### config.mk
export PLATFORM = sky130hd
export DESIGN_NAME = _sipo_register8
export DESIGN_NICKNAME = d
export VERILOG_FILES = /design/src/rtl/_sipo_register8.sv
export SDC_FILE = /design/constraint.sdc
export NUM_CORES = 1
export LEC_CHECK = 0
export CAP_MARGIN = 20
export CORE_UTILIZATION = 43
export CTS_BUF_LIST = sky130_fd_sc_hd__clkbuf_16
export DETAILED_ROUTE_END_ITERATION = 16
export PLACE_DENSITY = 0.73
export SYNTH_ARGS = -nofsm -noshare
export SYNTH_HDL_FRONTEND = slang
export SYNTH_SLANG_ARGS = --single-unit
### constraint.sdc
create_clock -name clk -period 1.6 [get_ports clk]
set_clock_uncertainty 0.2 [all_clocks]
set_input_delay 0.24 -clock clk [delete_from_list [all_inputs] [get_ports clk]]
set_output_delay 0.24 -clock clk [all_outputs]
set_load 0.01 [all_outputs]
### src/rtl/_sipo_register8.sv
// -----------------------------------------------------------------------------
// _sipo_register8
// Serial-in / parallel-out assembler feeding an 8-bit D-flip-flop register.
// Collects WIDTH serial bits under a valid/ready handshake, then presents the
// completed word on p_data with p_valid. The word is held until the
// downstream side accepts it with p_ready.
//
// Parameters
//   WIDTH     : serial bits per parallel word (>= 2)
//   MSB_FIRST : 1 -> first received bit lands in p_data[WIDTH-1]
//               0 -> first received bit lands in p_data[0]
//
// Ports
//   clk      in   rising-edge clock
//   reset    in   asynchronous, active-high reset
//   s_valid  in   serial bit valid
//   s_data   in   serial bit value
//   s_ready  out  assembler can accept a bit this cycle (decoded from state)
//   flush    in   synchronous discard of a partial word (ignored when FULL)
//   p_valid  out  assembled word available (registered)
//   p_data   out  assembled word, stable while p_valid=1 (registered)
//   p_ready  in   downstream accepts the word this cycle
//   bit_cnt  out  bits collected in the current word (debug, registered)
// -----------------------------------------------------------------------------
module _sipo_register8 #(
  parameter int WIDTH     = 8,
  parameter bit MSB_FIRST = 1'b1
) (
  input  logic                       clk,
  input  logic                       reset,
  input  logic                       s_valid,
  input  logic                       s_data,
  output logic                       s_ready,
  input  logic                       flush,
  output logic                       p_valid,
  output logic [WIDTH-1:0]           p_data,
  input  logic                       p_ready,
  output logic [$clog2(WIDTH+1)-1:0] bit_cnt
);

  localparam int CW = $clog2(WIDTH + 1);

  localparam logic [0:0] ST_COLLECT = 1'b0;
  localparam logic [0:0] ST_FULL    = 1'b1;

  logic [0:0]       r_state;
  logic [WIDTH-1:0] r_shreg;
  logic [WIDTH-1:0] r_p_data;
  logic             r_p_valid;
  logic [CW-1:0]    r_bit_cnt;

  logic             w_accept;
  logic             w_last_bit;
  logic [WIDTH-1:0] w_shreg_next;

  // Ready is a pure decode of the state register so it never depends on s_valid.
  always_comb begin
    s_ready = (r_state == ST_COLLECT);
  end

  // Accept qualification and the shift-register next value for the chosen bit order.
  always_comb begin
    w_accept   = s_valid & s_ready;
    w_last_bit = (r_bit_cnt == CW'(WIDTH - 1));
    if (MSB_FIRST) begin
      w_shreg_next = {r_shreg[WIDTH-2:0], s_data};
    end else begin
      w_shreg_next = {s_data, r_shreg[WIDTH-1:1]};
    end
  end

  // Main state, shift register and output registers.
  always_ff @(posedge clk or posedge reset) begin
    if (reset) begin
      r_state   <= ST_COLLECT;
      r_shreg   <= {WIDTH{1'b0}};
      r_p_data  <= {WIDTH{1'b0}};
      r_p_valid <= 1'b0;
      r_bit_cnt <= {CW{1'b0}};
    end else begin
      case (r_state)
        ST_COLLECT: begin
          // flush wins over a bit presented in the same cycle
          if (flush) begin
            r_shreg   <= {WIDTH{1'b0}};
            r_bit_cnt <= {CW{1'b0}};
          end else if (w_accept) begin
            if (w_last_bit) begin
              // Completed word (including this bit) goes straight to the
              // output register; the shift register restarts clean.
              r_p_data  <= w_shreg_next;
              r_p_valid <= 1'b1;
              r_shreg   <= {WIDTH{1'b0}};
              r_bit_cnt <= {CW{1'b0}};
              r_state   <= ST_FULL;
            end else begin
              r_shreg   <= w_shreg_next;
              r_bit_cnt <= r_bit_cnt + CW'(1);
            end
          end else begin
            r_shreg   <= r_shreg;
            r_bit_cnt <= r_bit_cnt;
          end
        end
        ST_FULL: begin
          // Word is held; flush and serial input are ignored here.
          // p_data keeps the last word after the handshake.
          if (r_p_valid & p_ready) begin
            r_p_valid <= 1'b0;
            r_state   <= ST_COLLECT;
          end else begin
            r_p_valid <= r_p_valid;
            r_state   <= r_state;
          end
        end
        default: begin
          r_state   <= ST_COLLECT;
          r_shreg   <= {WIDTH{1'b0}};
          r_p_valid <= 1'b0;
          r_bit_cnt <= {CW{1'b0}};
        end
      endcase
    end
  end

  assign p_valid = r_p_valid;
  assign p_data  = r_p_data;
  assign bit_cnt = r_bit_cnt;

endmodule

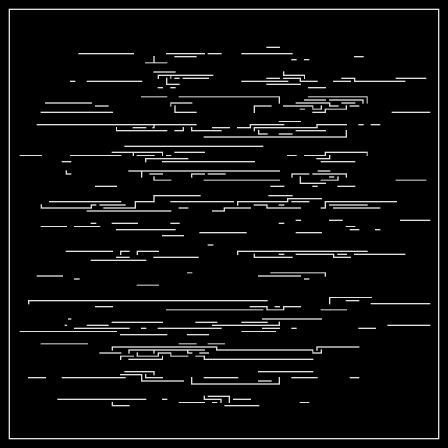
Fig. 1. The metal 1 layer.
- nets with wire on the layer: 95
- share of all routed wire: 43%
- longest straight run: 26.2 um

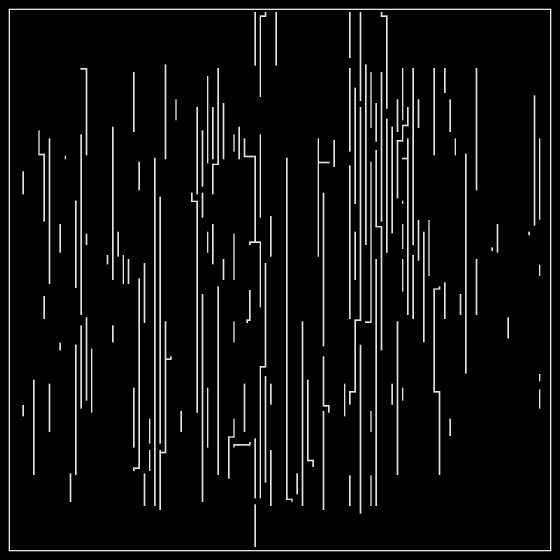
Fig. 2. M2 wires.
- nets with wire on the layer: 97
- wire length on this layer: 974 um
met2 Track Usage GR: 34.4%
via count: 649
drt total wl: 1910 um

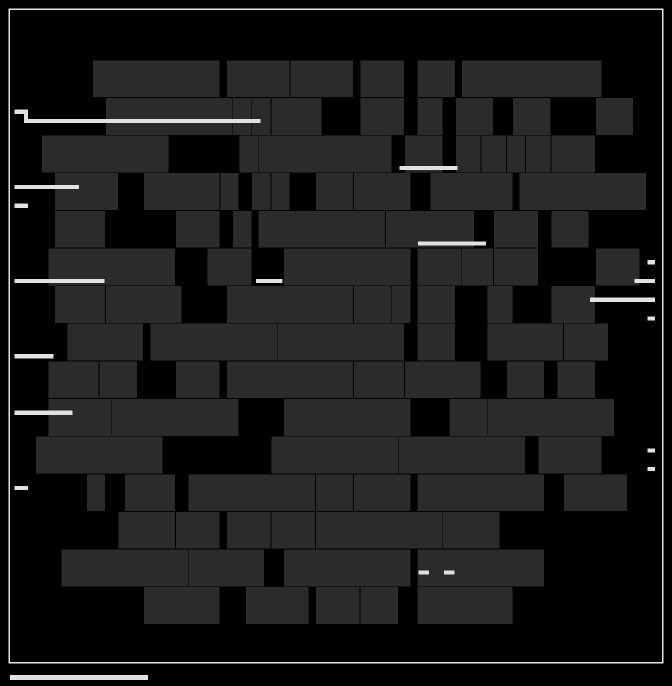
Fig. 3. Met3 routing.
The bar under the picture is 10 um long.
- nets with wire on the layer: 15
- share of all routed wire: 2.8%
- wire length on this layer: 53.1 um

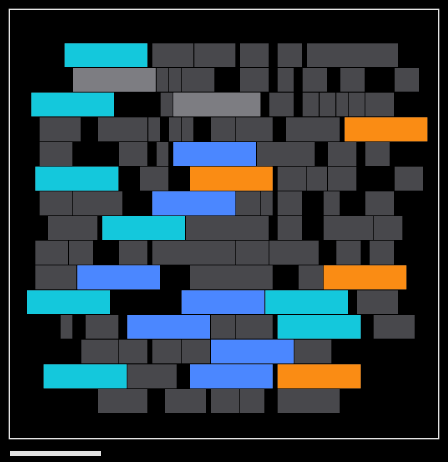
Fig. 4. Sequential cells coloured by netlist name.
The bar under the picture is 10 um long.
- blue: r_shreg (flops 7)
- orange: bit_cnt (flops 4)
- cyan: p_data (flops 8)
- not coloured: 2
sequential power: 545 uW
Reg area: 527 um^2
Core Util, Final: 73.6%
sequential fraction of total cell area: 39.3%

==> flow report <==
====================================================================================
Maximum number of pins on one net before global-route repair                      22
Vias in the first global route                                                   653
Tally of buffers added on design ports                                            19
Worst flop-to-flop path startpoint                                      r_state$_DFF_PP0_
Die span in y                                                                47.1 um
Clock buffers created by TritonCTS                                                 3
Static Leakage                                                           0.000797 uW
Crit share post-route                                                          99.1%
Number of buffers inserted for hold repair after clock tree synthesis              0
Slew at the pin closest to its max-slew limit                               0.405 ns
OpenROAD warning count                                                            27
First-pass GRT wire length                                                   3080 um
Hpwl dp                                                                      1330 um
Final tally of setup violations                                                    0
Setup slack on the worst flop-to-flop path                                   0.02 ns
Flop and latch count out of synthesis                                             21
Post-DRT Antenna Nets                                                              0
Net count reported at finish                                                     108
Gate count after technology mapping                                               61
Worst setup margin                                                         0.0150 ns
Post-CTS Resized                                                                   8
Root Buffer Master                                                      sky130_fd_sc_hd__clkbuf_16
Iteration-0 DRC count of the detailed router                                       4
Mean cell area of the mapped netlist                                       14.4 um^2
Placement row count                                                               15
Peak Freq                                                                  0.631 GHz
Final routed wire length divided by cell count                               15.3 um
Design area                                                                1340 um^2
Min cycle time layout                                                        1.58 ns
Max-cap violation count                                                            0
RSZ-0062 raised after global routing                                             yes
CTS tree                                                                        done
Core utilization before placement                                              48.1%
Run status                                                                 completed
Clk pin slew, worst setup/hold paths                                         0.06 ns
Count of final max-slew check failures                                             0
DP Area                                                                    1190 um^2
====================================================================================
-- worst max-delay path, stage by stage, from the launching register on --
cell,delay [ns]
sky130_fd_sc_hd__dfrtp_2,0.44
sky130_fd_sc_hd__or3b_4,0.42
sky130_fd_sc_hd__a2111oi_4,0.33
sky130_fd_sc_hd__a211o_1,0.13
-- per-layer routing --
metal / global-route usage (%) / part of all wire [%] / vias to the layer above
met5: 0 / 0 / -
met4: 10.3 / 3.3 / 0
met3: 3.46 / 2.8 / 6
met2: 34.4 / 51 / 19
met1: 26.6 / 43 / 316
li1: - / - / 308
-- Yosys cell counts (all sizes together) --
cell type | n | area, um^2
a2111oi | 1 | 27.5
a211o | 1 | 8.76
a21oi | 2 | 21.3
a22o | 8 | 70.1
and2b | 1 | 7.51
and3 | 1 | 6.26
dfrtp | 21 | 526
ha | 1 | 12.5
inv | 2 | 7.51
mux2 | 9 | 101
nand2 | 7 | 26.3
nand3 | 2 | 22.5
nor3b | 1 | 12.5
o21ai | 3 | 15.0
or3b | 1 | 11.3
-- logic make-up after synthesis --
group / Yosys count / share of synthesized area (%)
DFF: 21 / 60.0
AOI/OAI and AO/OA: 15 / 16.3
and+or+nand+nor: 13 / 9.86
muxes: 9 / 11.6
buffers and inverters: 2 / 0.857
adders and majority gates: 1 / 1.43
-- layout make-up --
type,count,area share [%]
clock buffers,3,5.60
clock inverters,1,0.280
inverters,2,0.560
multi-input cells,39,28.7
flip-flops and latches,21,39.3
well taps,25,2.33
repair buffers,34,23.2
-- power by group --
group | total (uW) | leakage, uW | switching, uW | internal [uW]
logic | 93.6 | 0.000466 | 46.5 | 47.2
clock network | 505 | 0.0000423 | 173 | 332
registers | 545 | 0.000289 | 6.10 | 539
-- per-stage QoR --
stage,power (uW),cells,utilization (%),TNS [ns]
4_1_cts,1150,124,70.9,0
3_5_place_dp,646,117,65.4,-5.92
5_1_grt,1200,125,73.6,-0.186
3_3_place_gp,642,117,65.4,-4.14
2_1_floorplan,593,61,-,0
6_report,1140,125,73.6,0
-- state kept, by name, indices dropped and copies added, names as in the netlist --
register  flops
r_state       1
bit_cnt       4
p_valid       1
r_shreg       7
p_data        8
-- placed cells by master (no fill, tap or decap), drive strengths merged --
master / instances
or3b: 1
dlygate4sd2: 7
dfrtp: 21
a2111oi: 1
and2b: 1
a211o: 1
mux2: 9
clkbuf: 3
inv: 3
and3: 1
ha: 1
nor3b: 1
a22o: 8
a21oi: 2
o21ai: 3
dlymetal6s2s: 7
clkdlybuf4s50: 5
nand2: 7
buf: 15
nand3: 3
-- how the worst max path moves through the flow --
stage / startpoint / to / slack [ns] / cells past startpoint
2_1_floorplan: bit_cnt[3]$_DFFE_PP0P_ / p_data[0]$_DFFE_PP0P_ / 0.05 / 3
3_3_place_gp: flush / bit_cnt[3]$_DFFE_PP0P_ / -0.27 / 4
3_5_place_dp: flush / p_data[5]$_DFFE_PP0P_ / -0.37 / 4
4_1_cts: r_state$_DFF_PP0_ / bit_cnt[3]$_DFFE_PP0P_ / 0.003 / 3
5_1_grt: r_state$_DFF_PP0_ / bit_cnt[3]$_DFFE_PP0P_ / -0.04 / 3
6_report: r_state$_DFF_PP0_ / bit_cnt[3]$_DFFE_PP0P_ / 0.02 / 3
Power figures rest on the tool's default switching activity, not on a simulated workload.
